### src/rtl/gridcell_relax_unit.sv
// Grid cell with value history and a 4-neighbour weighted-relaxation stencil (IDLE -> SUM -> UPDATE).
// Optional saturating source term: define GRIDCELL_SOURCE_TERM_EN to add the SRC/SRC_EN inputs.
module gridcell_relax_unit #(
  parameter int WIDTH       = 8,
  parameter int HIST_DEPTH  = 2,
  parameter int OMEGA_SHIFT = 0,
  parameter int EPS         = 1
) (
  input  logic             Clk,
  input  logic             Reset,
  input  logic             Load,
  input  logic [WIDTH-1:0] VAL,
  input  logic             Fixed,
  input  logic             Step,
  input  logic [WIDTH-1:0] IN01,
  input  logic [WIDTH-1:0] IN0NEG1,
  input  logic [WIDTH-1:0] IN10,
  input  logic [WIDTH-1:0] INNEG10,
`ifdef GRIDCELL_SOURCE_TERM_EN
  input  logic [WIDTH-1:0] SRC,
  input  logic             SRC_EN,
`endif
  output logic [WIDTH-1:0] NEW_VAL,
  output logic [WIDTH-1:0] OLD_VAL,
  output logic             Busy,
  output logic             Done,
  output logic             Converged,
  output logic [WIDTH-1:0] Delta
);

  localparam int               SUM_W = WIDTH + 2;
  localparam logic [WIDTH-1:0] EPS_V = WIDTH'(EPS);

  typedef enum logic [1:0] {
    IDLE   = 2'd0,
    SUM    = 2'd1,
    UPDATE = 2'd2
  } relaxStateT;

  relaxStateT state;
  relaxStateT stateNext;

  logic [WIDTH-1:0] hist [HIST_DEPTH];

  logic [SUM_W-1:0] sum_p0;
  logic [SUM_W-1:0] sum_p1;
  logic             fixed_p1;
  logic [WIDTH-1:0] relaxed_p1;
  logic [WIDTH-1:0] newVal_p1;
  logic [WIDTH-1:0] deltaNext_p1;
  logic             commit_p1;
  logic             vld_p2;

  // cur + ((avg - cur) >>> OMEGA_SHIFT); the step is a fraction of the gap, so the result stays in range
  function automatic logic [WIDTH-1:0] relaxStep(input logic [SUM_W-1:0] sum,
                                                 input logic [WIDTH-1:0] cur);
    logic        [WIDTH-1:0] avg;
    logic signed [WIDTH:0]   diff;
    logic signed [WIDTH:0]   scaled;
    logic signed [WIDTH:0]   res;
    avg    = WIDTH'(sum >> 2);
    diff   = $signed({1'b0, avg}) - $signed({1'b0, cur});
    scaled = diff >>> OMEGA_SHIFT;
    res    = $signed({1'b0, cur}) + scaled;
    return res[WIDTH-1:0];
  endfunction

  function automatic logic [WIDTH-1:0] absDiff(input logic [WIDTH-1:0] a,
                                               input logic [WIDTH-1:0] b);
    return (a >= b) ? (a - b) : (b - a);
  endfunction

`ifdef GRIDCELL_SOURCE_TERM_EN
  logic [WIDTH-1:0] src_p1;
  logic             srcEn_p1;

  function automatic logic [WIDTH-1:0] satAdd(input logic [WIDTH-1:0] a,
                                              input logic [WIDTH-1:0] b);
    logic [WIDTH:0] s;
    s = {1'b0, a} + {1'b0, b};
    return s[WIDTH] ? {WIDTH{1'b1}} : s[WIDTH-1:0];
  endfunction
`endif

  always_ff @(posedge Clk or negedge Reset) begin
    if (!Reset) state <= IDLE;
    else        state <= stateNext;
  end

  // Load aborts any iteration and takes priority over Step
  always_comb begin
    stateNext = state;
    if (Load) begin
      stateNext = IDLE;
    end else begin
      case (state)
        IDLE:    if (Step) stateNext = SUM;
        SUM:     stateNext = UPDATE;
        UPDATE:  stateNext = IDLE;
        default: stateNext = IDLE;
      endcase
    end
  end

  always_comb begin
    Busy = (state == SUM) || (state == UPDATE);
  end

  // ---- p0 -> p1: neighbour sum and per-iteration controls frozen at the SUM edge ----
  always_comb begin
    sum_p0 = SUM_W'(IN01) + SUM_W'(IN0NEG1) + SUM_W'(IN10) + SUM_W'(INNEG10);
  end

  always_ff @(posedge Clk) begin
    if (state == SUM) begin
      sum_p1   <= sum_p0;
      fixed_p1 <= Fixed;
`ifdef GRIDCELL_SOURCE_TERM_EN
      src_p1   <= SRC;
      srcEn_p1 <= SRC_EN;
`endif
    end
  end

  // ---- p1 -> p2: relaxation result committed into the history ----
  always_comb begin
    relaxed_p1 = relaxStep(sum_p1, hist[0]);
`ifdef GRIDCELL_SOURCE_TERM_EN
    if (srcEn_p1) relaxed_p1 = satAdd(relaxed_p1, src_p1);
`endif
    newVal_p1    = fixed_p1 ? hist[0] : relaxed_p1;
    deltaNext_p1 = absDiff(newVal_p1, hist[0]);
    commit_p1    = (state == UPDATE) && !Load;
  end

  always_ff @(posedge Clk or negedge Reset) begin
    if (!Reset) begin
      for (int k = 0; k < HIST_DEPTH; k++) hist[k] <= '0;
      Delta     <= '0;
      Converged <= 1'b0;
      vld_p2    <= 1'b0;
    end else if (Load) begin
      for (int k = 0; k < HIST_DEPTH; k++) hist[k] <= VAL;
      Delta     <= '0;
      Converged <= 1'b0;
      vld_p2    <= 1'b0;
    end else begin
      vld_p2 <= commit_p1;
      if (commit_p1) begin
        for (int k = 1; k < HIST_DEPTH; k++) hist[k] <= hist[k-1];
        hist[0]   <= newVal_p1;
        Delta     <= deltaNext_p1;
        Converged <= (deltaNext_p1 <= EPS_V);
      end
    end
  end

  assign NEW_VAL = hist[0];
  assign OLD_VAL = hist[HIST_DEPTH-1];
  assign Done    = vld_p2;

endmodule

### config.mk
export PLATFORM = sky130hd
export DESIGN_NAME = gridcell_relax_unit
export DESIGN_NICKNAME = d
export VERILOG_FILES = /design/src/rtl/gridcell_relax_unit.sv
export SDC_FILE = /design/constraint.sdc
export NUM_CORES = 1
export LEC_CHECK = 0
export CAP_MARGIN = 20
export CORE_MARGIN = 5
export CORE_UTILIZATION = 51
export DETAILED_ROUTE_END_ITERATION = 12
export GPL_ROUTABILITY_DRIVEN = 0
export HOLD_SLACK_MARGIN = 0.02
export PLACE_DENSITY = 0.87
export RECOVER_POWER = 100
export REMOVE_ABC_BUFFERS = 1
export SLEW_MARGIN = 25
export SYNTH_ARGS = -nofsm -noshare
export SYNTH_HDL_FRONTEND = slang
export SYNTH_SLANG_ARGS = --single-unit
### constraint.sdc
create_clock -name Clk -period 4.77 [get_ports Clk]
set_input_delay 0.954 -clock Clk [delete_from_list [all_inputs] [get_ports Clk]]
set_output_delay 0.954 -clock Clk [all_outputs]
set_load 0.05 [all_outputs]
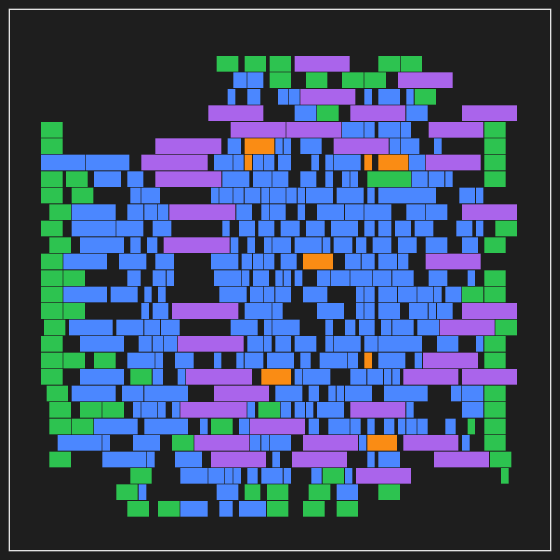
Figure 1: cell classes on the final placement.
- all other logic: blue (cells 271)
- flip-flops: purple (cells 37)
- other buffers and delay cells: green (cells 75)
- clock drivers and dummy loads: orange (cells 8)

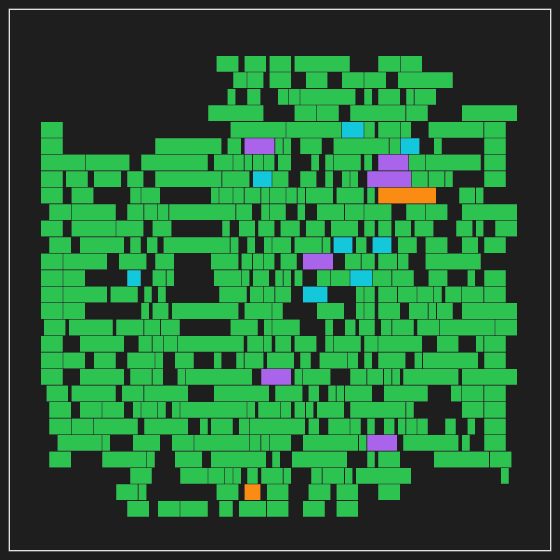
Figure 2: cell sizes after repair.
- drive 3 to 4: orange (cells 2; share 0.51%)
- drive 1 or less: green (cells 375; share 96%)
- drive 2: cyan (cells 8; share 2.0%)
- drive 6 and up: purple (cells 6; share 1.5%)

==> git commit body <==
Log flow metrics for this revision

- Status: complete, but fails checks
* Failing checks: max-capacitance violations, max-slew violations
* Diodes inserted: 0
* Number of flip-flops and latches: 37
- In this run the tool buffered the top-level ports with 71 buffer cells.
- After synthesis, the netlist uses 46 different library cells.
- The global route stage reports its total congestion overflow as 0.
* Inverters: 35
* Hold endpoint: Delta[0]$_DFFE_PN0P_
- CTS added clock buffers totalling 5.
- HPWL after detailed placement: 5330 um
- Drt drc: 0
* Max-slew violation count: 29
* Number of maximum-capacitance violations: 1
- With fillers left out, the area of the finished cells amounts to 0.00403 mm2.
- Clock latency on the worst-skew pair, taken at its later pin, is 290 ps.
- The power report puts the net switching power at 0.000670 W.
- The layout has 7 clock buffers.
- Crit path max-delay family: AND-OR/OR-AND gates
* Post-synth regs: 37
- Async set or reset register ratio after synthesis: 0.757
* Setup slack on the worst flop-to-flop path: 390 ps
- At the pin with the least slew margin, the transition time is 1530 ps.
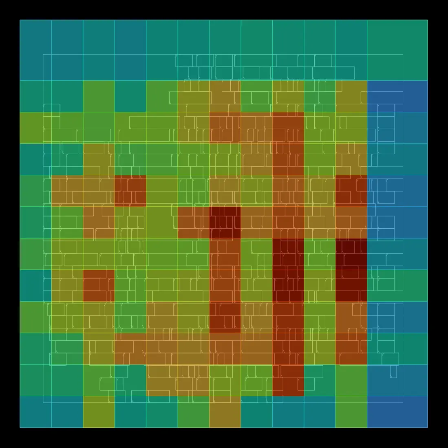
Figure 3: routing congestion.
average detailed-routed wire length per instance: 14.4 um
All-Layer GR Usage: 0.179
M1 GR Usage: 0.203

## power groups by stage
stage,logic (W),registers [W],clock network (W)
final,0.000946,0.000408,0.000208
after global routing,0.00105,0.000414,0.000224
after CTS,0.000926,0.000409,0.000211
after detailed placement,0.000921,0.000415,0
after global placement,0.000883,0.000412,0
after floorplan,0.000622,0.000479,0
## worst max path at each step
stage,start,cells after the start,to
CTS,sum_p1[2]$_DFFE_PP_,17,Converged$_DFFE_PN0P_
global route,NEW_VAL[0]$_DFFE_PN0P_,18,Converged$_DFFE_PN0P_
global placement,sum_p1[2]$_DFFE_PP_,17,Converged$_DFFE_PN0P_
finish,sum_p1[2]$_DFFE_PP_,18,Converged$_DFFE_PN0P_
detailed placement,sum_p1[2]$_DFFE_PP_,17,Converged$_DFFE_PN0P_
floorplan,NEW_VAL[0]$_DFFE_PN0P_,17,Converged$_DFFE_PN0P_
## sequential cells by signal, summed over array words and instances (netlist names)
signal	flops
NEW_VAL	8
OLD_VAL	8
state	2
Delta	8
Done	1
Converged	1
fixed_p1	1
sum_p1	8
## layer usage
metal  routed length (um)  track usage  vias up  share of wire
met5                    0            0        -              0
met4                  100       0.0650        0          0.015
met2                 3600        0.330       79           0.54
met1                 2530        0.203     1242           0.38
met3                  471       0.0359       11          0.070
li1                     -            -     1256              -
## logic make-up after synthesis
logic type	synth area share
fa+ha+maj	0.246
compound gates	0.164
xor+xnor	0.0357
buf+inv	0.0678
flops	0.304
simple gates	0.116
mux	0.0662
## stage by stage
stage               utilization  instances
finish                    0.672        466
global route              0.672        466
CTS                       0.670        465
detailed placement        0.657        457
global placement          0.657        457
floorplan                     -        308
No activity file was given, so power comes from the tool's default toggle rates.
